Run 1, power grid:
Pins as bars on the die edge. Tap cells in gray.
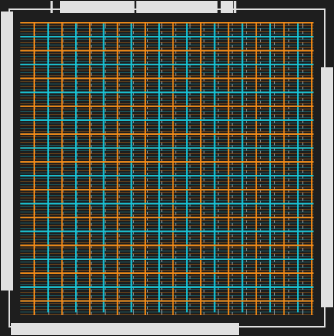
Run 1, placement by cell class:
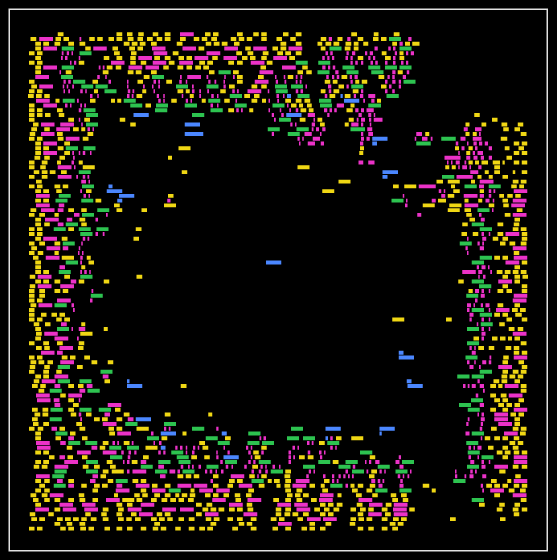
Run 1, clock wires, drivers and flops:
Scale bar: 100 um.
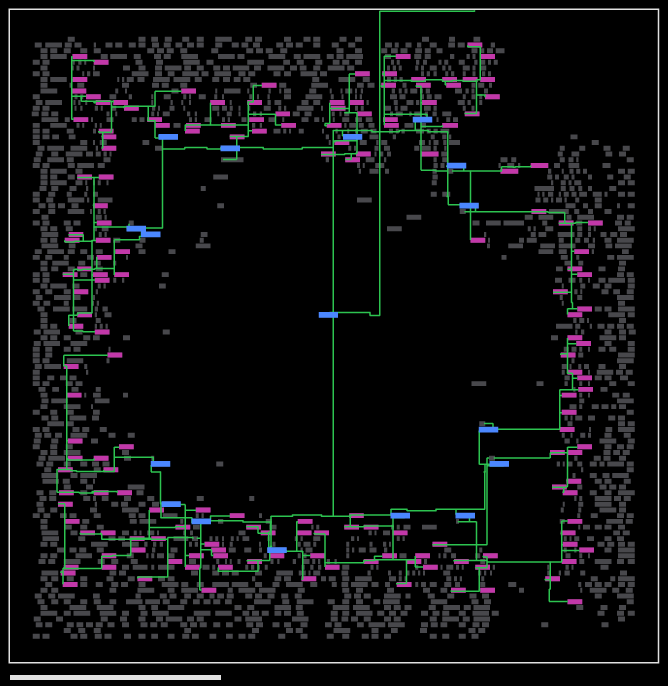
Run 1, metal layers overlaid:
Scale bar: 100 um.
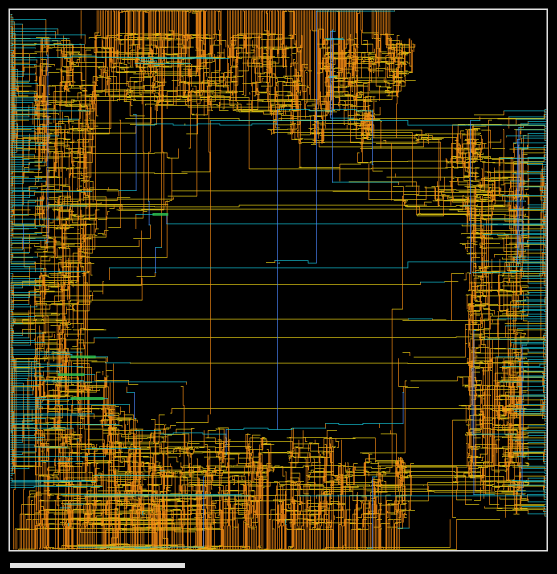
==> src/rtl/bridge_pkg.sv <==
// bridge_pkg: shared types and constants for the bridge request arbiter.
//   arb_state_e        - arbiter FSM state encoding
//   OPCODE_W           - width of a request opcode
//   REQ_RESULT_TIMEOUT - result reported when an outstanding grant is aborted
//   gw_of()            - width of a channel index (never less than 1)
package bridge_pkg;

  localparam int OPCODE_W = 16;
  localparam logic [15:0] REQ_RESULT_TIMEOUT = 16'hFFFF;

  typedef enum logic [1:0] {
    ST_IDLE    = 2'd0,
    ST_ISSUE   = 2'd1,
    ST_WAIT    = 2'd2,
    ST_RESPOND = 2'd3
  } arb_state_e;

  function automatic int gw_of(input int n);
    return (n > 1) ? $clog2(n) : 1;
  endfunction

endpackage

==> src/rtl/bridge_rr_pick.sv <==
// bridge_rr_pick: combinational round-robin picker.
// Returns the first set request at or above i_ptr, wrapping to the lowest
// set request when nothing at or above the pointer is asking.
//   i_req   - request vector, one bit per channel
//   i_ptr   - index where the search starts
//   o_grant - one-hot grant (all zero when nothing requests)
//   o_idx   - index of the granted channel
//   o_any   - at least one request is set
module bridge_rr_pick #(
  parameter int N  = 4,
  parameter int IW = 2
) (
  input  logic [N-1:0]  i_req,
  input  logic [IW-1:0] i_ptr,
  output logic [N-1:0]  o_grant,
  output logic [IW-1:0] o_idx,
  output logic          o_any
);

  logic [IW-1:0] w_lo_idx;
  logic [IW-1:0] w_hi_idx;
  logic          w_found_hi;

  // Scan downwards so the last hit written is the lowest index: w_hi_idx is
  // the lowest request at/above the pointer, w_lo_idx the lowest overall.
  always_comb begin
    w_lo_idx   = '0;
    w_hi_idx   = '0;
    w_found_hi = 1'b0;
    for (int i = N - 1; i >= 0; i--) begin
      if (i_req[i]) begin
        w_lo_idx = IW'(i);
      end
      if (i_req[i] && (i >= int'(i_ptr))) begin
        w_hi_idx   = IW'(i);
        w_found_hi = 1'b1;
      end
    end
  end

  always_comb begin
    o_any   = |i_req;
    o_idx   = w_found_hi ? w_hi_idx : w_lo_idx;
    o_grant = '0;
    for (int i = 0; i < N; i++) begin
      o_grant[i] = o_any && (int'(o_idx) == i);
    end
  end

endmodule

==> src/rtl/bridge_req_arbiter.sv <==
// bridge_req_arbiter: serialises per-channel core requests onto one driver
// port, one request outstanding at a time, round-robin between channels.
//
// Handshakes: a transfer happens on any cycle where valid and ready are both
// high; valid never waits for ready. req_ready rises only in IDLE and only
// for the channel the picker chose. drv_valid holds with stable command data
// until drv_ready. drv_done completes the request (also accepted in the same
// cycle as drv_ready); resp_valid is a single-cycle pulse.
//
// Ports:
//   clk, reset                  - clock, synchronous active-high reset
//   req_valid/req_ready         - per-channel request handshake
//   req_cmd/req_param/req_nparam- per-channel request payload (flattened)
//   resp_valid/resp_result      - per-channel completion pulse + result
//   drv_valid/drv_ready         - driver issue handshake
//   drv_cmd/drv_param/drv_nparam- issued command payload
//   drv_done/drv_result         - driver completion
//   drv_abort                   - one-cycle abort on timeout
//   busy, grant_id              - not-idle flag, currently granted channel
//   dbg_state                   - FSM state
//
// Optional feature: define BRIDGE_REQ_ARB_TIMEOUT_EN to abort a grant that
// stays in ISSUE+WAIT for TIMEOUT_CYCLES cycles.
module bridge_req_arbiter
  import bridge_pkg::*;
#(
  parameter  int NUM_CH         = 4,
  parameter  int MAX_PARAMS     = 4,
  parameter  int TIMEOUT_CYCLES = 1000000,
  localparam int PW             = $clog2(MAX_PARAMS + 1),
  localparam int GW             = gw_of(NUM_CH)
) (
  input  logic                             clk,
  input  logic                             reset,
  input  logic [NUM_CH-1:0]                req_valid,
  output logic [NUM_CH-1:0]                req_ready,
  input  logic [NUM_CH*OPCODE_W-1:0]       req_cmd,
  input  logic [NUM_CH*MAX_PARAMS*32-1:0]  req_param,
  input  logic [NUM_CH*PW-1:0]             req_nparam,
  output logic [NUM_CH-1:0]                resp_valid,
  output logic [15:0]                      resp_result,
  output logic                             drv_valid,
  input  logic                             drv_ready,
  output logic [OPCODE_W-1:0]              drv_cmd,
  output logic [MAX_PARAMS*32-1:0]         drv_param,
  output logic [PW-1:0]                    drv_nparam,
  input  logic                             drv_done,
  input  logic [15:0]                      drv_result,
  output logic                             drv_abort,
  output logic                             busy,
  output logic [GW-1:0]                    grant_id,
  output arb_state_e                       dbg_state
);

  arb_state_e                r_state;
  arb_state_e                w_next;
  logic [GW-1:0]             r_rr_ptr;
  logic [GW-1:0]             r_grant_id;
  logic [OPCODE_W-1:0]       r_cmd;
  logic [MAX_PARAMS*32-1:0]  r_param;
  logic [PW-1:0]             r_nparam;
  logic [15:0]               r_result;

  logic [NUM_CH-1:0]         w_pick_grant;
  logic [GW-1:0]             w_pick_idx;
  logic                      w_pick_any;
  logic                      w_accept;
  logic                      w_done_now;
  logic                      w_abort;
  logic [OPCODE_W-1:0]       w_cap_cmd;
  logic [PW-1:0]             w_raw_np;
  logic [PW-1:0]             w_cap_np;
  logic [MAX_PARAMS*32-1:0]  w_cap_param;

  bridge_rr_pick #(.N(NUM_CH), .IW(GW)) u_pick (
    .i_req   (req_valid),
    .i_ptr   (r_rr_ptr),
    .o_grant (w_pick_grant),
    .o_idx   (w_pick_idx),
    .o_any   (w_pick_any)
  );

  // In IDLE the picked channel sees ready while its valid is high, so a pick
  // is always a handshake.
  assign w_accept = (r_state == ST_IDLE) && w_pick_any;

  // Completion: done alone in WAIT, or done together with ready in ISSUE.
  assign w_done_now = ((r_state == ST_ISSUE) && drv_ready && drv_done) ||
                      ((r_state == ST_WAIT) && drv_done);

  // Payload of the picked channel; count clamped, unused words zeroed.
  always_comb begin
    w_cap_cmd   = req_cmd[int'(w_pick_idx)*OPCODE_W +: OPCODE_W];
    w_raw_np    = req_nparam[int'(w_pick_idx)*PW +: PW];
    w_cap_np    = (int'(w_raw_np) > MAX_PARAMS) ? PW'(MAX_PARAMS) : w_raw_np;
    w_cap_param = '0;
    for (int k = 0; k < MAX_PARAMS; k++) begin
      if (k < int'(w_cap_np)) begin
        w_cap_param[k*32 +: 32] = req_param[(int'(w_pick_idx)*MAX_PARAMS + k)*32 +: 32];
      end
    end
  end

`ifdef BRIDGE_REQ_ARB_TIMEOUT_EN
  localparam int TW = $clog2(TIMEOUT_CYCLES + 1);
  logic [TW-1:0] r_tmo_cnt;
  logic          w_tmo_hit;

  // Counter holds k-1 during the k-th cycle of ISSUE+WAIT.
  assign w_tmo_hit = ((r_state == ST_ISSUE) || (r_state == ST_WAIT)) &&
                     (r_tmo_cnt == TW'(TIMEOUT_CYCLES - 1));
  // A completion in the same cycle wins over the timeout.
  assign w_abort   = w_tmo_hit && !w_done_now;

  always_ff @(posedge clk) begin
    if (reset) begin
      r_tmo_cnt <= '0;
    end else if (w_accept) begin
      r_tmo_cnt <= '0;
    end else if (((r_state == ST_ISSUE) || (r_state == ST_WAIT)) && !w_tmo_hit) begin
      r_tmo_cnt <= r_tmo_cnt + TW'(1);
    end
  end
`else
  assign w_abort = 1'b0;
`endif

  always_comb begin
    w_next      = r_state;
    req_ready   = '0;
    drv_valid   = 1'b0;
    resp_valid  = '0;
    resp_result = '0;
    case (r_state)
      ST_IDLE: begin
        req_ready = w_pick_grant;
        if (w_pick_any) w_next = ST_ISSUE;
      end
      ST_ISSUE: begin
        drv_valid = !w_abort;
        if (drv_ready && drv_done) w_next = ST_RESPOND;
        else if (w_abort)          w_next = ST_RESPOND;
        else if (drv_ready)        w_next = ST_WAIT;
      end
      ST_WAIT: begin
        if (drv_done || w_abort) w_next = ST_RESPOND;
      end
      ST_RESPOND: begin
        for (int i = 0; i < NUM_CH; i++) begin
          resp_valid[i] = (int'(r_grant_id) == i);
        end
        resp_result = r_result;
        w_next      = ST_IDLE;
      end
      default: w_next = ST_IDLE;
    endcase
  end

  always_ff @(posedge clk) begin
    if (reset) begin
      r_state    <= ST_IDLE;
      r_rr_ptr   <= '0;
      r_grant_id <= '0;
      r_cmd      <= '0;
      r_param    <= '0;
      r_nparam   <= '0;
      r_result   <= '0;
    end else begin
      r_state <= w_next;
      if (w_accept) begin
        r_grant_id <= w_pick_idx;
        r_cmd      <= w_cap_cmd;
        r_param    <= w_cap_param;
        r_nparam   <= w_cap_np;
      end
      if (w_done_now) begin
        r_result <= drv_result;
      end else if (w_abort) begin
        r_result <= REQ_RESULT_TIMEOUT;
      end
      // Next search starts just past the channel that was served.
      if (r_state == ST_RESPOND) begin
        r_rr_ptr <= (int'(r_grant_id) == NUM_CH - 1) ? '0 : r_grant_id + GW'(1);
      end
    end
  end

  assign drv_cmd    = r_cmd;
  assign drv_param  = r_param;
  assign drv_nparam = r_nparam;
  assign drv_abort  = w_abort;
  assign busy       = (r_state != ST_IDLE);
  assign grant_id   = r_grant_id;
  assign dbg_state  = r_state;

endmodule

==> config.mk <==
export PLATFORM = sky130hd
export DESIGN_NAME = bridge_req_arbiter
export DESIGN_NICKNAME = d
export VERILOG_FILES = /design/src/rtl/bridge_pkg.sv /design/src/rtl/bridge_rr_pick.sv /design/src/rtl/bridge_req_arbiter.sv
export SDC_FILE = /design/constraint.sdc
export NUM_CORES = 1
export LEC_CHECK = 0
export CELL_PAD_IN_SITES_DETAIL_PLACEMENT = 1
export CELL_PAD_IN_SITES_GLOBAL_PLACEMENT = 1
export CORE_AREA = 10 10 297 299
export CTS_CLUSTER_SIZE = 30
export DETAILED_ROUTE_END_ITERATION = 12
export DIE_AREA = 0 0 307 309
export PLACE_DENSITY = 0.59
export SLEW_MARGIN = 20
export SYNTH_ARGS = -nofsm -noshare
export SYNTH_HDL_FRONTEND = slang
export SYNTH_HIERARCHICAL = 1
export SYNTH_SLANG_ARGS = --single-unit
==> constraint.sdc <==
create_clock -name clk -period 2.42 [get_ports clk]
set_input_delay 0.484 -clock clk [delete_from_list [all_inputs] [get_ports clk]]
set_output_delay 0.484 -clock clk [all_outputs]
set_load 0.01 [all_outputs]
==> results_slide.txt, run 1 <==
Run Summary

Status
  • Status: finished with violations
  • Failing checks: setup timing

Synthesis
  • Top cell types by occurrence after synthesis: nand2_1, dfxtp_1, mux4_2, a21oi_1, clkbuf_1
  • Simple-Gate Fraction of Synth Area: 0.118
  • Net Count, Synth: 1570
  • Count of library flops with an enable pin: 0
  • Main logic family: multiplexers
  • Mux cell area share: 0.333

GRT
  • M3 GR Usage: 0.0598
  • GRT Max-Usage Layer: met2

Layout
  • Final #Nets: 2360
  • Seq_cells: 169
  • Top cells excl fill/tap: clkdlybuf4s50_1, nand2_1, dfxtp_1
  • Top cell category: non-clock buffers
  • Max FFs per register: 128

Route
  • Via density: 4.06
  • Iteration-0 DRC Markers: 544

Power and ir drop
  • Gate power share: 0.536
  • Power Total: 14.4 mW
  • Clk pwr: 2.74 mW
  • Pint: 8.84 mW

Place
  • Pre-CTS setup slack: -681 ps
  • Buffers on Ports: 788

Critical path
  • WP data arrival: 2820 ps
  • CP most frequent cell: buf_12
  • Crit path kind: flop to flop
  • Reg2Reg Depth: 7

Timing
  • Final WS setup: -54.4 ps
  • Worst-margin pin slew: 694 ps
  • Period utilization: 1.02
  • Slew Limit Fails: 0
  • Final Setup Violations: 59
-- 'power grid' (at the start) --
legend:
  VDD:
    color: cyan
  VSS:
    color: orange
rows: 105
tap cells: 1070

-- 'placement by cell class' (at the start) --
legend:
  other buffers and delay cells:
    color: yellow
    cells: 877
  all other logic:
    color: magenta
    cells: 674
  flip-flops:
    color: green
    cells: 169
  clock drivers and dummy loads:
    color: blue
    cells: 31

-- 'clock wires, drivers and flops' (at the start) --
legend:
  flip-flops:
    color: magenta
    count: 169
  clock wires:
    color: green
    length: 3230 um
  cells driving clock nets:
    color: blue
    count: 17
flops lie: widely spread

-- 'metal layers overlaid' (at the start) --
legend:
  met2:
    color: orange
    wire_length: 35.8 mm
  met3:
    color: cyan
    wire_length: 6750 um
  met1:
    color: yellow
    wire_length: 26.1 mm
  met4:
    color: blue
    wire_length: 1330 um
  met5:
    color: green
    wire_length: 51.5 um

Run 1, track usage over the die:
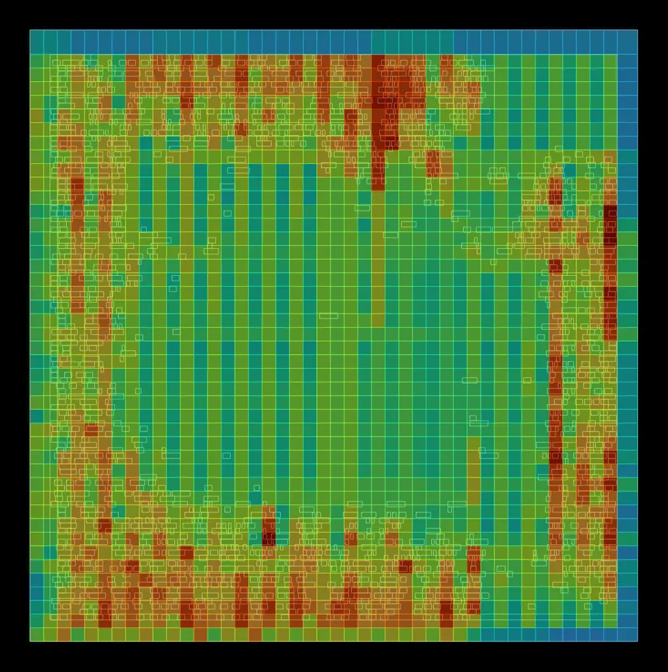

--- run 2 (diff from run 1) ---
CORE_AREA = 2 2 306 308   (was 10 10 297 299)
DIE_AREA = 0 0 308 310   (was 0 0 307 309)
PLACE_DENSITY = 0.55   (was 0.59)
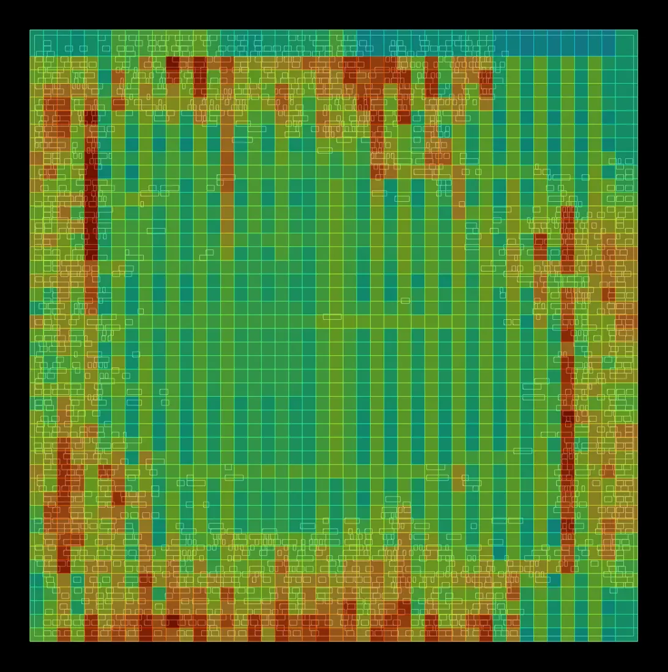
Run 2: track usage over the die
M3 GR Usage: 0.0488
met1 GRT Util: 0.148
WL per Instance: 22.6 um

==> run 2 against run 1 <==
  * The run still ends with setup timing left
  * Global-route usage fell by 0.60 points
  * Register-to-register slack worse by 60 ps
  * Combinational power rose by 11%
  * Largest cell class unchanged
  * Count of clock-buffer cells in the layout up 1
  * Synthesized cell count stayed put
  * Sequential share of layout area fell by 0.76 points
  * Die size grew 0.65%
  * Critical endpoint is now drv_param[93]$_SDFFE_PP0P_
  * Flip-flop count is the same
  * Critical path depth is 2 higher
  * Cell area is 4.9% higher
==> results_slide.txt, run 2 <==
Run Summary

Power and ir drop
  • Reg power frac: 0.256
  • Sequential power: 3.95 mW
  • Gate power share: 0.555
  • Pint: 9.60 mW
  • Clk pwr: 2.93 mW
  • Power Total: 15.5 mW
  • Top pwr grp: combinational cells

Timing
  • Worst-margin pin slew: 1040 ps
  • Setup Skew: 20.6 ps
  • Period utilization: 1.05
  • Final Setup Violations: 64
  • Final WS setup: -111 ps
  • Slew Limit Fails: 0
  • Post-layout min period: 2530 ps

GRT
  • Grt ovf: 0
  • GRT Max-Usage Layer: met2

Die
  • Chip area: 95500 sq um
  • Die height: 310 um
  • IO Count: 790

Route
  • Metal-1 WL: 26100 um
  • # DRC: 0
  • Iteration-0 DRC Markers: 455

Synthesis
  • Top cell types by occurrence after synthesis: nand2_1, dfxtp_1, mux4_2, a21oi_1, clkbuf_1
  • Net Count, Synth: 1570
  • Synth Seq Share: 0.337
  • Simple-Gate Fraction of Synth Area: 0.118
  • Main logic family: multiplexers
  • Fa+ha+maj area frac: 0.0112
  • Count of library flops with an enable pin: 0
  • Mux cell area share: 0.333

Place
  • Buffers on Ports: 788
  • Pre-CTS setup slack: -739 ps

Layout
  • Top cells excl fill/tap: clkdlybuf4s50_1, nand2_1, dfxtp_1
  • Clock buffers: 19
  • Seq_cells: 169
  • Max FFs per register: 128
  • Top cell category: non-clock buffers
  • Register area: 3400 sq um
  • Final #Nets: 2404

Critical path
  • Reg2Reg Depth: 9
  • Crit path kind: flop to flop
  • WP data arrival: 2890 ps

Status
  • Failing checks: setup timing
  • Status: finished with violations

Worst hold path
  • Worst Hold Launch: drv_param[6]$_SDFFE_PP0P_
Power figures rest on the tool's default switching activity, not on a simulated workload.
